## src/rtl/lut_tile_sched.sv

```systemverilog
`default_nettype none
// ============================================================================
// Module   : lut_tile_sched
// Brief    : Load/execute/store tile scheduler over ping-pong input and output
//            buffers. Define LUT_SCHED_PERF_EN to enable ex_stall_cycles.
// Revision : 1.0 - initial release
// ============================================================================
module lut_tile_sched #(
   parameter int TILE_W = 16
) (
   input  logic              clk,
   input  logic              rst_n,
   input  logic              layer_start,
   input  logic [TILE_W-1:0] layer_num_tiles,
   output logic              ld_start,
   output logic              ld_buf_sel,
   input  logic              ld_done,
   output logic              ex_start,
   output logic              ex_buf_sel,
   input  logic              ex_end,
   output logic              st_start,
   output logic              st_buf_sel,
   input  logic              st_done,
   output logic              busy,
   output logic              layer_done,
   output logic [31:0]       ex_stall_cycles
);
   typedef enum logic [1:0] {IDLE = 2'd0, RUN = 2'd1, FLUSH = 2'd2} state_t;

   localparam logic [TILE_W-1:0] c_one = TILE_W'(1);

   state_t            r_state;
   state_t            w_state_nxt;
   logic [TILE_W-1:0] r_num;
   logic [TILE_W-1:0] r_ld_idx;
   logic [TILE_W-1:0] r_ex_idx;
   logic [TILE_W-1:0] r_st_idx;
   logic [1:0]        r_in_full;
   logic [1:0]        r_out_full;
   logic [1:0]        w_in_full_nxt;
   logic [1:0]        w_out_full_nxt;
   logic              r_ld_out;
   logic              r_ex_out;
   logic              r_st_out;
   logic              r_ld_start;
   logic              r_ex_start;
   logic              r_st_start;
   logic              r_ld_sel;
   logic              r_ex_sel;
   logic              r_st_sel;
   logic              r_busy;
   logic              r_layer_done;
   logic [TILE_W-1:0] w_ld_cmp;
   logic [TILE_W-1:0] w_ex_cmp;
   logic              w_accept;
   logic              w_zero_acc;
   logic              w_ld_fin;
   logic              w_ex_fin;
   logic              w_st_fin;
   logic              w_ld_go;
   logic              w_ex_go;
   logic              w_st_go;
   logic              w_finish;

   assign w_accept   = (r_state == IDLE) && layer_start;
   assign w_zero_acc = w_accept && (layer_num_tiles == '0);

   // Completion pulses only count while the matching engine is in flight.
   assign w_ld_fin = ld_done && r_ld_out;
   assign w_ex_fin = ex_end  && r_ex_out;
   assign w_st_fin = st_done && r_st_out;

   // Issued count minus the one still in flight gives the completed count.
   assign w_ld_cmp = r_ld_idx - (r_ld_out ? c_one : '0);
   assign w_ex_cmp = r_ex_idx - (r_ex_out ? c_one : '0);

   assign w_ld_go = (r_state == RUN) && (r_ld_idx < r_num) && !r_ld_out &&
                    !r_in_full[r_ld_idx[0]];
   assign w_ex_go = (r_state == RUN) && (r_ex_idx < w_ld_cmp) && !r_ex_out &&
                    !r_out_full[r_ex_idx[0]];
   assign w_st_go = (r_state != IDLE) && (r_st_idx < w_ex_cmp) && !r_st_out;

   assign w_finish = (r_state == FLUSH) && w_st_fin && (r_st_idx == r_num);

   always_comb begin
      w_state_nxt = r_state;
      case (r_state)
         IDLE:    if (w_accept && !w_zero_acc) w_state_nxt = RUN;
         RUN:     if (r_ex_idx == r_num)       w_state_nxt = FLUSH;
         FLUSH:   if (w_finish)                w_state_nxt = IDLE;
         default: w_state_nxt = IDLE;
      endcase
   end

   // A buffer filled by a load is never the one an execute is draining,
   // so simultaneous set/clear events always touch different bits.
   always_comb begin
      w_in_full_nxt  = r_in_full;
      w_out_full_nxt = r_out_full;
      if (w_ld_fin) w_in_full_nxt[r_ld_sel] = 1'b1;
      if (w_ex_fin) begin
         w_in_full_nxt[r_ex_sel]  = 1'b0;
         w_out_full_nxt[r_ex_sel] = 1'b1;
      end
      if (w_st_fin) w_out_full_nxt[r_st_sel] = 1'b0;
   end

   always_ff @(posedge clk) begin
      if (!rst_n) begin
         r_state <= IDLE;
      end else begin
         r_state <= w_state_nxt;
      end
   end

   always_ff @(posedge clk) begin
      if (!rst_n) begin
         r_num        <= '0;
         r_ld_idx     <= '0;
         r_ex_idx     <= '0;
         r_st_idx     <= '0;
         r_in_full    <= '0;
         r_out_full   <= '0;
         r_ld_out     <= 1'b0;
         r_ex_out     <= 1'b0;
         r_st_out     <= 1'b0;
         r_ld_start   <= 1'b0;
         r_ex_start   <= 1'b0;
         r_st_start   <= 1'b0;
         r_ld_sel     <= 1'b0;
         r_ex_sel     <= 1'b0;
         r_st_sel     <= 1'b0;
         r_busy       <= 1'b0;
         r_layer_done <= 1'b0;
      end else begin
         r_ld_start   <= w_ld_go;
         r_ex_start   <= w_ex_go;
         r_st_start   <= w_st_go;
         r_layer_done <= w_finish || w_zero_acc;
         r_busy       <= (w_state_nxt != IDLE) || w_finish || w_zero_acc;
         if (w_accept) begin
            r_num      <= layer_num_tiles;
            r_ld_idx   <= '0;
            r_ex_idx   <= '0;
            r_st_idx   <= '0;
            r_in_full  <= '0;
            r_out_full <= '0;
            r_ld_out   <= 1'b0;
            r_ex_out   <= 1'b0;
            r_st_out   <= 1'b0;
         end else begin
            r_in_full  <= w_in_full_nxt;
            r_out_full <= w_out_full_nxt;
            if (w_ld_go) begin
               r_ld_idx <= r_ld_idx + c_one;
               r_ld_sel <= r_ld_idx[0];
               r_ld_out <= 1'b1;
            end else if (w_ld_fin) begin
               r_ld_out <= 1'b0;
            end
            if (w_ex_go) begin
               r_ex_idx <= r_ex_idx + c_one;
               r_ex_sel <= r_ex_idx[0];
               r_ex_out <= 1'b1;
            end else if (w_ex_fin) begin
               r_ex_out <= 1'b0;
            end
            if (w_st_go) begin
               r_st_idx <= r_st_idx + c_one;
               r_st_sel <= r_st_idx[0];
               r_st_out <= 1'b1;
            end else if (w_st_fin) begin
               r_st_out <= 1'b0;
            end
         end
      end
   end

`ifdef LUT_SCHED_PERF_EN
   logic [31:0] r_stall;

   always_ff @(posedge clk) begin
      if (!rst_n) begin
         r_stall <= '0;
      end else if (w_accept) begin
         r_stall <= '0;
      end else if ((r_state == RUN) && (r_ex_idx < r_num) && !r_ex_out &&
                   !r_ex_start && (r_stall != '1)) begin
         r_stall <= r_stall + 32'd1;
      end
   end

   assign ex_stall_cycles = r_stall;
`else
   assign ex_stall_cycles = 32'd0;
`endif

   assign ld_start   = r_ld_start;
   assign ld_buf_sel = r_ld_sel;
   assign ex_start   = r_ex_start;
   assign ex_buf_sel = r_ex_sel;
   assign st_start   = r_st_start;
   assign st_buf_sel = r_st_sel;
   assign busy       = r_busy;
   assign layer_done = r_layer_done;
endmodule
`default_nettype wire

```

## config.mk

```make
export PLATFORM = sky130hd
export DESIGN_NAME = lut_tile_sched
export DESIGN_NICKNAME = d
export VERILOG_FILES = /design/src/rtl/lut_tile_sched.sv
export SDC_FILE = /design/constraint.sdc
export NUM_CORES = 1
export LEC_CHECK = 0
export CORE_AREA = 2 2 100 102
export DETAILED_ROUTE_END_ITERATION = 7
export DIE_AREA = 0 0 102 104
export PLACE_DENSITY_LB_ADDON = 0.3
export RECOVER_POWER = 50
export SYNTH_ARGS = -nofsm -noshare
export SYNTH_HDL_FRONTEND = slang
export SYNTH_SLANG_ARGS = --single-unit
```

## constraint.sdc

```tcl
create_clock -name clk -period 8.89 [get_ports clk]
set_input_delay 0.889 -clock clk [delete_from_list [all_inputs] [get_ports clk]]
set_output_delay 0.889 -clock clk [all_outputs]
set_load 0.01 [all_outputs]
```

Run 1, placed standard cells:
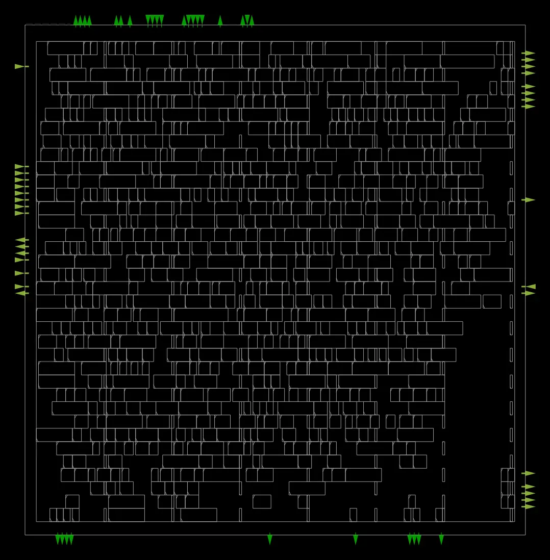
core area: 9550 um^2
flop share of the area: 0.264
final core utilization: 0.643
num rows: 36

Run 1, clock wires, drivers and flops:
(3 px per um)
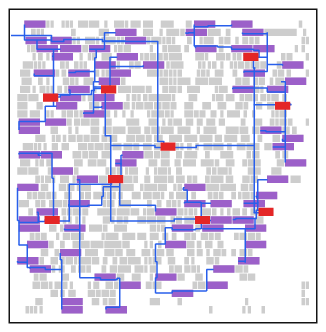
[clock wires] blue | length: 1080 um
[clock-net drivers] red | count: 9
[flip-flops] purple | count: 81
routed clock nets: 10
flops lie: spread over the die

==> CHANGELOG.md, run 1 <==
### Physical design

* Worst hold path class: flop to flop
* Final period util at 0.489
* DR vias/cell at 6.06
* Worst-path cell chain: inv_1 -> ha_1 -> ha_1 -> nand3b_1 -> or2_2 -> nor4_1 -> xnor2_1 -> ha_1 -> a21o_1 -> a211oi_1 -> a41oi_2 -> or4_1 -> a21oi_1
* Count of input and output buffers at 29
* Comb power frac at 0.249
* Violated checks: max-capacitance violations, max-slew violations
* Fa+ha+maj area frac at 0.113
* Via Count at 5252
* Max-slew violation count at 50
* # Taps at 133
* Net Sw Frac at 0.333
* Fillers at 845
* Die area at 10600 um^2
* Drt pass-1 iters at 5
* Dominant kind of combinational cell: simple AND/OR/NAND/NOR gates
* Worst setup SP type: flop
* Status: finished, violations left
* Metal3 WL at 1020 um
* Placed cells at 851
* Max-Cap Viols at 1
* Synth Seq Share at 0.282
* Simple-Gate Area Share at 0.242
* Synth area leaders: dfxtp_1 (28%), ha_1 (11%), xnor2_1 (7.5%), a21oi_1 (6.6%), nand2_1 (5.0%)
* Die Y at 104 um
* Hold path endpoint: r_out_full[1]$_SDFF_PP0_
* Register Area at 1620 um^2
* Yosys top cell by instances: dfxtp_1
* Tmin final at 4350 ps
* Max Freq at 0.230 GHz
Run 1, wires at chosen ports, followed through buffers:
(4 px per um)
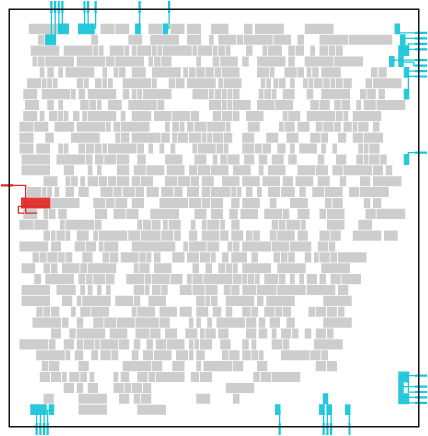
| port | colour | direction | edge | end cells | buffers | wire |
|---|---|---|---|---|---|---|
| st_start | red | output | west | 1 | 1 | 24.1 um |
| ex_stall_cycles | cyan | output | 14 east, 9 south, 9 north | 32 | 0 | 142 um |

Run 1, metal 2:
(4 px per um)
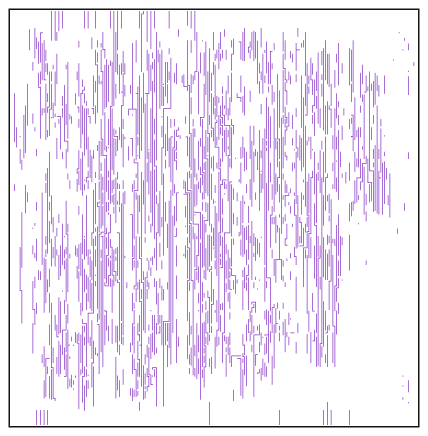

==> run 2, diff against run 1 <==
--- a/config.mk
+++ b/config.mk
@@ -5,9 +5,9 @@
 export SDC_FILE = /design/constraint.sdc
 export NUM_CORES = 1
 export LEC_CHECK = 0
-export CORE_AREA = 2 2 100 102
+export CORE_AREA = 2 2 109 111
 export DETAILED_ROUTE_END_ITERATION = 7
-export DIE_AREA = 0 0 102 104
+export DIE_AREA = 0 0 111 113
 export PLACE_DENSITY_LB_ADDON = 0.3
 export RECOVER_POWER = 50
 export SYNTH_ARGS = -nofsm -noshare
==> constraint.sdc (replaced) <==
create_clock -name clk -period 3.5 [get_ports clk]
set_input_delay 0.35 -clock clk [delete_from_list [all_inputs] [get_ports clk]]
set_output_delay 0.35 -clock clk [all_outputs]
set_load 0.01 [all_outputs]
Run 2, metal 2:
(4 px per um)
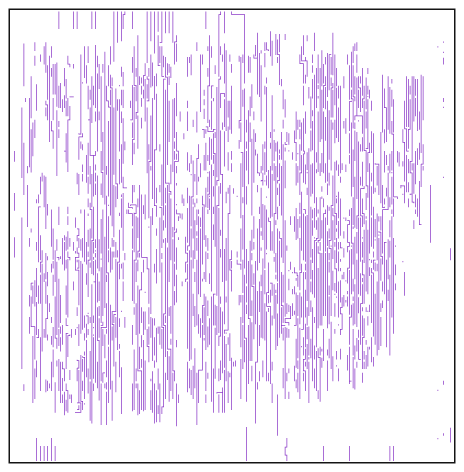
nets with wire on the layer: 760
wire length on this layer: 8900 um
main direction: vertical
longest straight run: 44.9 um

==> run 2 against run 1 <==
The run ends with max-capacitance violations, max-slew violations, negative setup slack left. Via count rose by 11%. Clock skew is 6.1 ps lower. Area after synthesis did not move. Critical path type unchanged. Largest cell class unchanged.
==> CHANGELOG.md, run 2 <==
### Physical design

* Worst hold path class: flop to flop
* Worst-path cell chain: inv_2 -> ha_4 -> ha_2 -> nand2_1 -> or4_4 -> nor4_4 -> buf_4 -> nand2b_1 -> xor2_1 -> ha_2 -> a22o_4 -> or4_4 -> or4_1 -> a21oi_1
* Die area at 12500 um^2
* Violated checks: max-capacitance violations, max-slew violations, negative setup slack
* Max-Cap Viols at 1
* # Taps at 143
* Yosys top cell by instances: dfxtp_1
* Comb power frac at 0.309
* Simple-Gate Area Share at 0.242
* Status: finished, violations left
* Flop share of the area at 0.227
* Final period util at 1.02
* Worst setup SP type: flop
* Net Sw Frac at 0.323
* Fillers at 961
* Drt pass-1 iters at 5
* Tmin final at 3570 ps
* Setup ws final at -70.4 ps
* Max-slew violation count at 32
* Placed cells at 917
* Synth area leaders: dfxtp_1 (28%), ha_1 (11%), xnor2_1 (7.5%), a21oi_1 (6.6%), nand2_1 (5.0%)
* Setup Viol. Count Final at 8
Run 2, wires at chosen ports, followed through buffers:
(4 px per um)
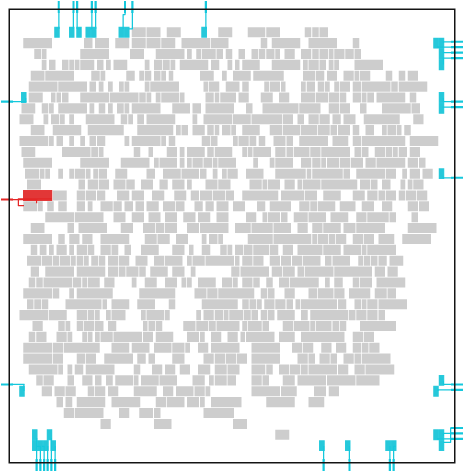

==> run 3, diff against run 2 <==
--- a/config.mk
+++ b/config.mk
@@ -8,6 +8,7 @@
 export CORE_AREA = 2 2 109 111
 export DETAILED_ROUTE_END_ITERATION = 7
 export DIE_AREA = 0 0 111 113
+export GPL_ROUTABILITY_DRIVEN = 0
 export PLACE_DENSITY_LB_ADDON = 0.3
 export RECOVER_POWER = 50
 export SYNTH_ARGS = -nofsm -noshare
Run 3, wires at chosen ports, followed through buffers:
(4 px per um)
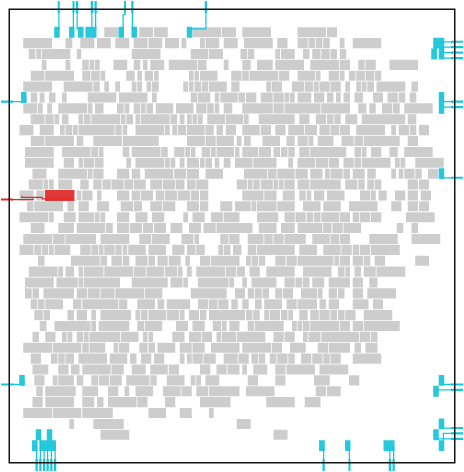
| port | colour | direction | edge | end cells | buffers | wire |
|---|---|---|---|---|---|---|
| st_start | red | output | west | 1 | 1 | 19.0 um |
| ex_stall_cycles | cyan | output | 12 east, 10 south, 8 north, 2 west | 32 | 0 | 132 um |

==> run 3 against run 2 <==
The run ends with negative setup slack left. Clock skew increased by 3.5 ps. Cell area up 2.5%. Area after synthesis stayed put. Die area unchanged. Maximum frequency fell by 2.2%. Via count rose by 1.7%. Non-clock buffer count grew 5. Worst setup slack got worse by 80 ps. Largest power group is now sequential cells. Routed wire length is 0.31% higher.
==> CHANGELOG.md, run 3 <==
### Physical design

* Met1 Usage GRT at 0.339
* Max Freq at 0.274 GHz
* Fillers at 926
* Pleak at 2.75 nW
* Flop share of the area at 0.222
* Synth cell types at 49
* Worst r2r src: r_ld_idx[0]$_SDFFE_PP0P_
* Overflow after GRT at 0
* Dominant kind of combinational cell: simple AND/OR/NAND/NOR gates
* Placed cells at 916
* Hold path endpoint: r_in_full[1]$_SDFF_PP0_
* Worst setup SP type: flop
* Max-slew violation count at 0
* Drt pass-1 iters at 7
* DR vias/cell at 6.22
* Tmin final at 3650 ps
* Fraction of layout cells with a size suffix above 1 at 0.196
* Routed met2 length at 8860 um
* # IOs at 62
* Fa+ha+maj area frac at 0.113
* Die area at 12500 um^2
* Synth Seq Share at 0.282
* Most numerous logic cells after layout: dfxtp_1 (78), nand2_1 (76), a21oi_1 (69)
* Yosys top cell by instances: dfxtp_1
* # Taps at 143
* Final core utilization at 0.650
* Status: finished, violations left
* Setup ws final at -151 ps
* Comb power frac at 0.328
* Clock root buffer: clkbuf_16
* Via Count at 5933
* Max-Cap Viols at 0
* Cell repeated most along the worst path: or4_4
* Final period util at 1.04
* Net Sw Frac at 0.332
* Register Area at 1630 um^2
* Num rows at 39
* Die Y at 113 um
* Worst hold path class: flop to flop
* Most used flip-flop cell: dfxtp_1
* Core area at 11300 um^2
* Worst-Margin Slew at 1040 ps
* Violated checks: negative setup slack
* Setup Viol. Count Final at 13
* Metal3 WL at 1660 um
* Synth area leaders: dfxtp_1 (28%), ha_1 (11%), xnor2_1 (7.5%), a21oi_1 (6.6%), nand2_1 (5.0%)
* Simple-Gate Area Share at 0.242
Power is estimated from default activity; no workload was simulated.
